<file path="src/rtl/halfband_interp_if.sv">
// Handshake bundle for the 2x halfband interpolator: input sample stream in,
// interleaved even/odd output stream out.
interface halfband_interp_if #(
    parameter int DW = 16
);
    logic signed [DW-1:0] in_data;
    logic                 in_valid;
    logic                 in_ready;
    logic signed [DW-1:0] out_data;
    logic                 out_valid;
    logic                 out_ready;
    logic                 out_phase;
    logic                 sat_flag;

    modport master (
        output in_data, in_valid, out_ready,
        input  in_ready, out_data, out_valid, out_phase, sat_flag
    );

    modport slave (
        input  in_data, in_valid, out_ready,
        output in_ready, out_data, out_valid, out_phase, sat_flag
    );
endinterface

</file>
<file path="src/rtl/halfband_interp.sv">
// 2x interpolating 11-tap halfband FIR, polyphase form with one shared multiplier.
// Each input yields an even (filtered) sample followed by an odd (centre-tap) sample.
module halfband_interp #(
    parameter int                 DW   = 16,
    parameter int                 ACCW = 48,
    parameter logic signed [24:0] C0   = 25'sh0002090,
    parameter logic signed [24:0] C2   = 25'sh1FF2158,
    parameter logic signed [24:0] C4   = 25'sh004BE38
) (
    input  logic             clkdiv,
    input  logic             rst,
    halfband_interp_if.slave bus
);
    localparam int MW = 25 + DW + 1;
    // Shift by 19 instead of 20 folds in the x2 interpolation gain.
    localparam int SH = 19;

    localparam logic [2:0] IDLE = 3'd0;
    localparam logic [2:0] MAC0 = 3'd1;
    localparam logic [2:0] MAC1 = 3'd2;
    localparam logic [2:0] MAC2 = 3'd3;
    localparam logic [2:0] OUT0 = 3'd4;
    localparam logic [2:0] OUT1 = 3'd5;

    localparam logic signed [ACCW-1:0] HALF = ACCW'(longint'(1) <<< (SH - 1));
    localparam logic signed [ACCW-1:0] MAXV = ACCW'((longint'(1) <<< (DW - 1)) - 1);
    localparam logic signed [ACCW-1:0] MINV = ~MAXV;

    logic [2:0]            state_q, state_d;
    logic [5:0][DW-1:0]    dly_q, dly_d;
    logic signed [ACCW-1:0] acc_q, acc_d;
    logic signed [DW-1:0]  out_data_q, out_data_d;
    logic                  sat_flag_q, sat_flag_d;

    logic                  accept;
    logic signed [24:0]    coef;
    logic signed [DW-1:0]  tap_a, tap_b;
    logic signed [DW:0]    pre_sum;
    logic signed [MW-1:0]  prod;
    logic signed [ACCW-1:0] acc_in, sum, biased, rnd;
    logic signed [DW-1:0]  sat_val;
    logic                  sat_hit;

    assign accept = bus.in_valid && (state_q == IDLE);

    // Symmetric taps share one coefficient, so each MAC state pre-adds a mirrored pair.
    always_comb begin
        coef  = C0;
        tap_a = dly_q[0];
        tap_b = dly_q[5];
        case (state_q)
            MAC1: begin
                coef  = C2;
                tap_a = dly_q[1];
                tap_b = dly_q[4];
            end
            MAC2: begin
                coef  = C4;
                tap_a = dly_q[2];
                tap_b = dly_q[3];
            end
            default: ;
        endcase
    end

    assign pre_sum = (DW + 1)'(tap_a) + (DW + 1)'(tap_b);
    assign prod    = MW'(coef) * MW'(pre_sum);
    assign acc_in  = (state_q == MAC0) ? '0 : acc_q;
    assign sum     = acc_in + ACCW'(prod);
    assign biased  = sum + HALF;
    assign rnd     = biased >>> SH;

    always_comb begin
        sat_hit = 1'b0;
        sat_val = DW'(rnd);
        if (rnd > MAXV) begin
            sat_hit = 1'b1;
            sat_val = {1'b0, {(DW - 1){1'b1}}};
        end else if (rnd < MINV) begin
            sat_hit = 1'b1;
            sat_val = {1'b1, {(DW - 1){1'b0}}};
        end
    end

    always_comb begin
        state_d    = state_q;
        dly_d      = dly_q;
        acc_d      = acc_q;
        out_data_d = out_data_q;
        sat_flag_d = sat_flag_q;
        case (state_q)
            IDLE: begin
                if (accept) begin
                    dly_d   = {dly_q[4:0], bus.in_data};
                    state_d = MAC0;
                end
            end
            MAC0: begin
                acc_d   = sum;
                state_d = MAC1;
            end
            MAC1: begin
                acc_d   = sum;
                state_d = MAC2;
            end
            MAC2: begin
                acc_d      = sum;
                out_data_d = sat_val;
                sat_flag_d = sat_hit;
                state_d    = OUT0;
            end
            OUT0: begin
                // Odd phase is the centre tap: 0.5 * gain 2 passes x[n-2] through exactly.
                if (bus.out_ready) begin
                    out_data_d = dly_q[2];
                    sat_flag_d = 1'b0;
                    state_d    = OUT1;
                end
            end
            OUT1: begin
                if (bus.out_ready) state_d = IDLE;
            end
            default: state_d = IDLE;
        endcase
    end

    always_ff @(posedge clkdiv or posedge rst) begin
        if (rst) begin
            state_q    <= IDLE;
            dly_q      <= '0;
            acc_q      <= '0;
            out_data_q <= '0;
            sat_flag_q <= 1'b0;
        end else begin
            state_q    <= state_d;
            dly_q      <= dly_d;
            acc_q      <= acc_d;
            out_data_q <= out_data_d;
            sat_flag_q <= sat_flag_d;
        end
    end

    assign bus.in_ready  = (state_q == IDLE);
    assign bus.out_valid = (state_q == OUT0) || (state_q == OUT1);
    assign bus.out_phase = (state_q == OUT1);
    assign bus.out_data  = out_data_q;
    assign bus.sat_flag  = sat_flag_q;
endmodule

</file>
<file path="src/flat_wrapper.sv">
// flat-port wrapper written by rule: the top's interface ports become plain ports
module halfband_interp_flat 
#(
    parameter int                 DW   = 16,
    parameter int                 ACCW = 48,
    parameter logic signed [24:0] C0   = 25'sh0002090,
    parameter logic signed [24:0] C2   = 25'sh1FF2158,
    parameter logic signed [24:0] C4   = 25'sh004BE38
)
  (clkdiv, rst, bus_in_data, bus_in_valid, bus_out_ready, bus_in_ready, bus_out_data, bus_out_valid, bus_out_phase, bus_sat_flag);
  halfband_interp_if #(.DW(DW)) bus_i ();
  input  logic clkdiv;
  input  logic rst;
  input wire logic [$bits(bus_i.in_data)-1:0] bus_in_data;
  input wire logic [$bits(bus_i.in_valid)-1:0] bus_in_valid;
  input wire logic [$bits(bus_i.out_ready)-1:0] bus_out_ready;
  output wire logic [$bits(bus_i.in_ready)-1:0] bus_in_ready;
  output wire logic [$bits(bus_i.out_data)-1:0] bus_out_data;
  output wire logic [$bits(bus_i.out_valid)-1:0] bus_out_valid;
  output wire logic [$bits(bus_i.out_phase)-1:0] bus_out_phase;
  output wire logic [$bits(bus_i.sat_flag)-1:0] bus_sat_flag;
  assign bus_i.in_data = bus_in_data;
  assign bus_i.in_valid = bus_in_valid;
  assign bus_i.out_ready = bus_out_ready;
  assign bus_in_ready = bus_i.in_ready;
  assign bus_out_data = bus_i.out_data;
  assign bus_out_valid = bus_i.out_valid;
  assign bus_out_phase = bus_i.out_phase;
  assign bus_sat_flag = bus_i.sat_flag;
  halfband_interp #(.DW(DW), .ACCW(ACCW), .C0(C0), .C2(C2), .C4(C4)) u_core (.clkdiv(clkdiv), .rst(rst), .bus(bus_i));
endmodule
</file>
<file path="config.mk">
export PLATFORM = sky130hd
export DESIGN_NAME = halfband_interp_flat
export DESIGN_NICKNAME = d
export VERILOG_FILES = /design/src/rtl/halfband_interp_if.sv /design/src/rtl/halfband_interp.sv /design/src/flat_wrapper.sv
export SDC_FILE = /design/constraint.sdc
export NUM_CORES = 1
export LEC_CHECK = 0
export CAP_MARGIN = 20
export CORE_ASPECT_RATIO = 0.75
export CORE_MARGIN = 2
export CORE_UTILIZATION = 45
export DETAILED_ROUTE_END_ITERATION = 16
export GPL_ROUTABILITY_DRIVEN = 0
export PLACE_DENSITY = 0.64
export SKIP_CTS_REPAIR_TIMING = 1
export SLEW_MARGIN = 15
export SYNTH_ARGS = -nofsm -noshare
export SYNTH_HDL_FRONTEND = slang
export SYNTH_SLANG_ARGS = --single-unit
</file>
<file path="constraint.sdc">
create_clock -name clkdiv -period 23 [get_ports clkdiv]
set_clock_uncertainty 0.15 [all_clocks]
set_input_delay 5.75 -clock clkdiv [delete_from_list [all_inputs] [get_ports clkdiv]]
set_output_delay 5.75 -clock clkdiv [all_outputs]
set_load 0.02 [all_outputs]
</file>
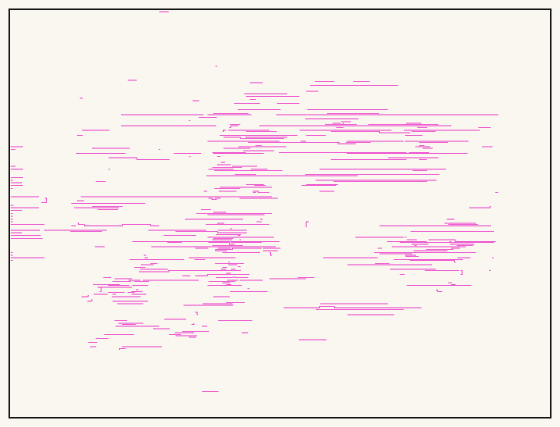
Figure 1: run 1, met3 routing.
wire length on this layer: 4670 um
main direction: horizontal

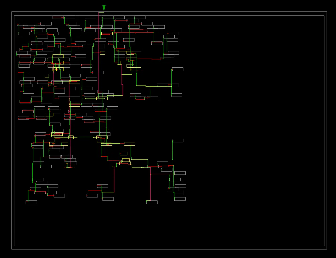
Figure 2: run 1, clock wiring as the flow saved it.
flip-flops: 161
clkbuf count: 17

==> ci_impl_report.md, run 1 <==
### Yosys + OpenROAD results

| Metric | Value |
|---|---|
| Outcome | completed |
| Max Cap Viol | 0 |
| Synth warnings | 0 |
| Setup Slack @ Placement | 9490 ps |
| Commonest non-fill, non-tap cell in the layout | inv_1 |
| Synthesized area per cell | roughly 9.6 um^2 |
| RSZ-0062 raised after global routing | no |
| Ant diodes | 0 |
| Area grow syn2layout | 7.21% |
| Synthesized instance count | 2384 |
| Global-route wire length before repair | 96600 um |
| Final WL | 59300 um |
| Top Layer Used | met4 |
| CP max FO | ~67 |
| Worst path required time | between 20000 and 25000 ps |
| Die H | 199 um |
| Slowest cell on the critical path | xnor2_1 |
| Number of enable flip-flop cells | 0 |
| Inverters | 543 |
| Final Hold Fails | 0 |
| GR Util met2 | about a third |
| CTS tree | yes |
| Die W | 264 um |
| Top logic cells by instance count in the layout | inv_1, fa_1, nand2_1 |
| Clock network share of area | 2.57% |
| # nets final | 2937 |
| Period minus WS final | around 14000 ps |
| Met3 routed WL | between 4000 and 5000 um |
| Met3 usage | 4.17% |
| CTS buffer count | 17 |
| Top area contributor share | 32.9% |
| Crit path DAT | 14090 ps |
| Clock slew at reported path FFs | 80 ps |
| Flop share of the area | 16.4% |
| Worst Setup End Kind | flop |
| WP buf/inv | 4 |
| WL met2 | 24600 um |
| DRT met1 WL | 29300 um |
| Initial antenna violation count | 0 |
| Placement Cell Area | 23900 um^2 |
| DRC viols | 0 |
| Slew @ Worst Pin | 1090 ps |
| Final Cycle Share | 60.4% |
| Top Family by Delay on Critical Path | AND-OR/OR-AND gates |
| Worst hold start | u_core.acc_q[30] |
| PortBufs | 39 |
| MI comb cells | 1599 |
| 1st-iter DRT viols | 1447 |
| Critical register-to-register path startpoint | u_core.state_q[2] |
| FMAX | between 70 and 80 MHz |
| Comb area share | 67.1% |
| M1 GR Usage | ~37% |
| Final Cell Area | 24500 um^2 |
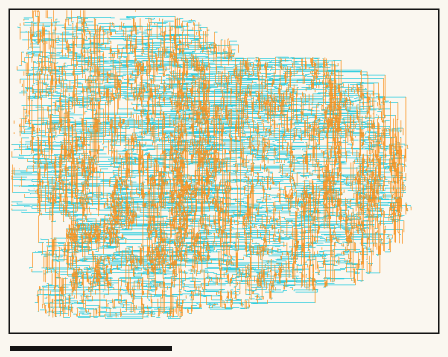
Figure 3: run 1, signal wires by layer.
The bar under the picture is 100 um long. Only two layers are drawn.
[cyan] M1 | wire length: 29.3 mm
[orange] M2 | wire length: 24.6 mm
global-route usage over all layers: 23.6%
mean routed wirelength per cell: 19.5 um

-- run 1: worst min-delay path: cells and delay by family, from the launching register on --
kind | cells | cell delay (ps)
AND-OR/OR-AND | 1 | 60
AND/OR/NAND/NOR | 1 | 40
flip-flops | 1 | 350
-- run 1: cell usage after synthesis (13+ instances only) --
library cell,number
inv_1,543
clkbuf_1,48
nor3_1,29
and2_1,17
nand4_1,20
fa_1,376
ha_1,163
o21ai_0,114
mux2i_1,34
mux2_2,106
xnor2_1,40
or3_1,13
a21o_1,13
xor2_1,23
nand2_1,221
buf_2,13
nand3_1,28
nand2b_1,13
a21oi_1,84
and4_1,14
nor2_1,99
dfrtp_1,161
-- run 1: cells by family (layout without fill, tap and decap cells) --
logic type	count (synthesis)	after routing	share of synthesized area, %
and+or+nand+nor	511	511	10.6
buffers and inverters	624	631	10.6
xor gates and xnor gates	63	63	2.41
muxes	140	140	6.71
adders and majority gates	539	539	41.9
AOI/OAI and AO/OA	346	346	10.3
DFF	161	161	17.6
-- run 1: worst paths after layout --
path	endpoint	slack (ps)	depth (start not counted)
max	u_core.bus.out_data[0]	9100	39
min	u_core.acc_q[30]	330	2
max reg2reg	u_core.bus.out_data[0]	9100	39
min reg2reg	u_core.acc_q[30]	330	2
max in group asynchronous	u_core.state_q[0]	15480	3
min in group asynchronous	u_core.dly_q[5]	5710	2
-- run 1: state kept, by name, indices dropped and copies added (netlist names) --
name,cells
u_core.bus.sat_flag,1
u_core.state_q,3
u_core.acc_q,45
u_core.dly_q,96
u_core.bus.out_data,16
==> run 2, diff against run 1 <==
==> constraint.sdc (replaced) <==
create_clock -name clkdiv -period 13.01 [get_ports clkdiv]
set_clock_uncertainty 0.15 [all_clocks]
set_input_delay 3.2525 -clock clkdiv [delete_from_list [all_inputs] [get_ports clkdiv]]
set_output_delay 3.2525 -clock clkdiv [all_outputs]
set_load 0.02 [all_outputs]
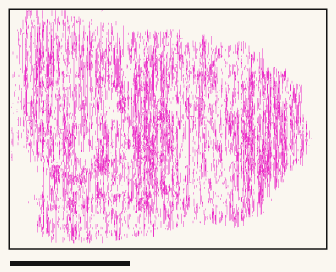
Figure 4: run 2, met2 routing.
The bar under the picture is 100 um long.
main direction: vertical
share of all routed wire: 42%
longest straight run: 67.5 um
GR Util met2: 34.2%
final WL: 58900 um
vias: 16749

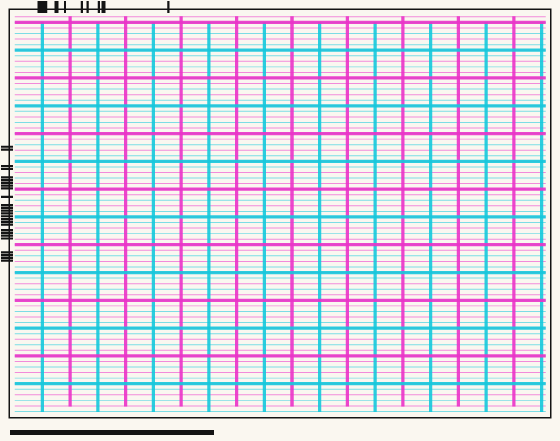
Figure 5: run 2, power grid.
The bar under the picture is 100 um long. Pins as bars on the die edge.
[cyan] VSS
[magenta] VDD
met4 straps: 19
met1 rails: 72
met5 straps: 14
signal pins: 40

==> run 2 against run 1 <==
  * Register-to-register slack lost 8500 ps
  * Non-clock buffer count up 40
  * Sequential share of layout area fell by 0.24 points
==> ci_impl_report.md, run 2 <==
### Yosys + OpenROAD results

| Metric | Value |
|---|---|
| Outcome | completed |
| CP max FO | 8 |
| Top cells by count | inv_1, fa_1, nand2_1 |
| Die H | 199 um |
| DRT met1 WL | 28600 um |
| Final Cycle Share | between 90% and 100% |
| Synth warnings | 0 |
| Slowest cell on the critical path | or4_1 |
| Max reg flops | 96 |
| Crit path DAT | 12540 ps |
| Number of enable flip-flop cells | 0 |
| Worst path required time | between 10000 and 15000 ps |
| Met3 usage | under 10% |
| CTS tree | yes |
| Global-route wire length before repair | just under 100000 um |
| Ant diodes | 0 |
| Top logic cells by instance count in the layout | inv_1, fa_1, nand2_1 |
| Critical register-to-register path startpoint | u_core.state_q[0] |
| WP buf/inv | 8 |
| Commonest non-fill, non-tap cell in the layout | inv_1 |
| Final Hold Fails | 0 |
| Slew @ Worst Pin | 1190 ps |
| PortBufs | 39 |
| Global-route usage over all layers | 23.4% |
| WL met2 | 24800 um |
| Synthesized area per cell | 9.59 um^2 |
| Worst Setup End Kind | flop |
| Met3 routed WL | 4820 um |
| #FFs+latches synth | 161 |
| Max Cap Viol | 0 |
| Synthesized instance count | between 2000 and 2500 |
| Die W | 264 um |
| Placement Rows | approximately 71 |
| Initial antenna violation count | 0 |
| Top Family by Delay on Critical Path | adder cells |
| # nets final | about 3000 |
| Synth cell types | 87 |
| 1st-iter DRT viols | 1357 |
| Mean routed wirelength per cell | approximately 19 um |
| Top area contributor share | approximately a third |
| Post-route ant nets | 0 |
| CTS buffer count | 17 |
| Top Layer Used | met4 |
| FMAX | 80.9 MHz |
| DRC viols | 0 |
| Clock Path Buffers | 2 |
| Biggest register | u_core.dly_q |
| Period minus WS final | 12360 ps |
| Largest net degree at the start of global routing | 94 |
| Worst hold start | u_core.acc_q[13] |
| Top-count cell post-synth | inv_1 |
| M1 GR Usage | 36.4% |
| Area grow syn2layout | 8.91% |
| Clock slew at reported path FFs | 70 ps |
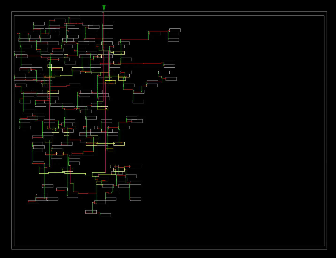
Figure 6: run 2, clock wiring as the flow saved it.
Num Clock Sinks: 161

## run 2: cell counts after synthesis
Identical to the previous run, type by type.
## run 2: cell families after synthesis
family / Yosys count / share of synthesized area [%]
simple gates: 511 / 10.6
mux: 140 / 6.71
compound gates: 346 / 10.3
fa+ha+maj: 539 / 41.9
flops: 161 / 17.6
xor+xnor: 63 / 2.41
buf+inv: 624 / 10.6
## run 2: metrics by stage
stage / utilization, % / instance area (um^2) / hold WS, ps / worst slack, ps / std cells
after global placement: 47.9 / 24000 / 307 / 305 / 3039
after floorplan: - / 22900 / 292 / 1010 / 2384
after CTS: 49.2 / 24700 / 337 / 56.9 / 3071
after global routing: 49.6 / 24900 / 357 / -15.8 / 3088
after detailed placement: 47.9 / 24000 / 321 / 220 / 3039
final: 49.6 / 24900 / 336 / 651 / 3088
## run 2: area by class of cell
cell class	instances	area share (%)
Inverter	543	8.21
Timing Repair Buffer	96	3.33
Multi-Input combinational cell	1599	66.4
Tap cell	657	3.30
Clock inverter	15	0.829
Clock buffer	17	1.71
Sequential cell	161	16.2
## run 2: worst paths after layout
path | to | cells past startpoint | slack, ps
max in group asynchronous | u_core.dly_q[88] | 3 | 8120
min in group asynchronous | u_core.dly_q[19] | 2 | 3200
hold reg to reg | u_core.acc_q[13] | 2 | 340
hold / removal | u_core.acc_q[13] | 2 | 340
setup / recovery | u_core.bus.sat_flag | 43 | 650
setup reg to reg | u_core.bus.sat_flag | 43 | 650
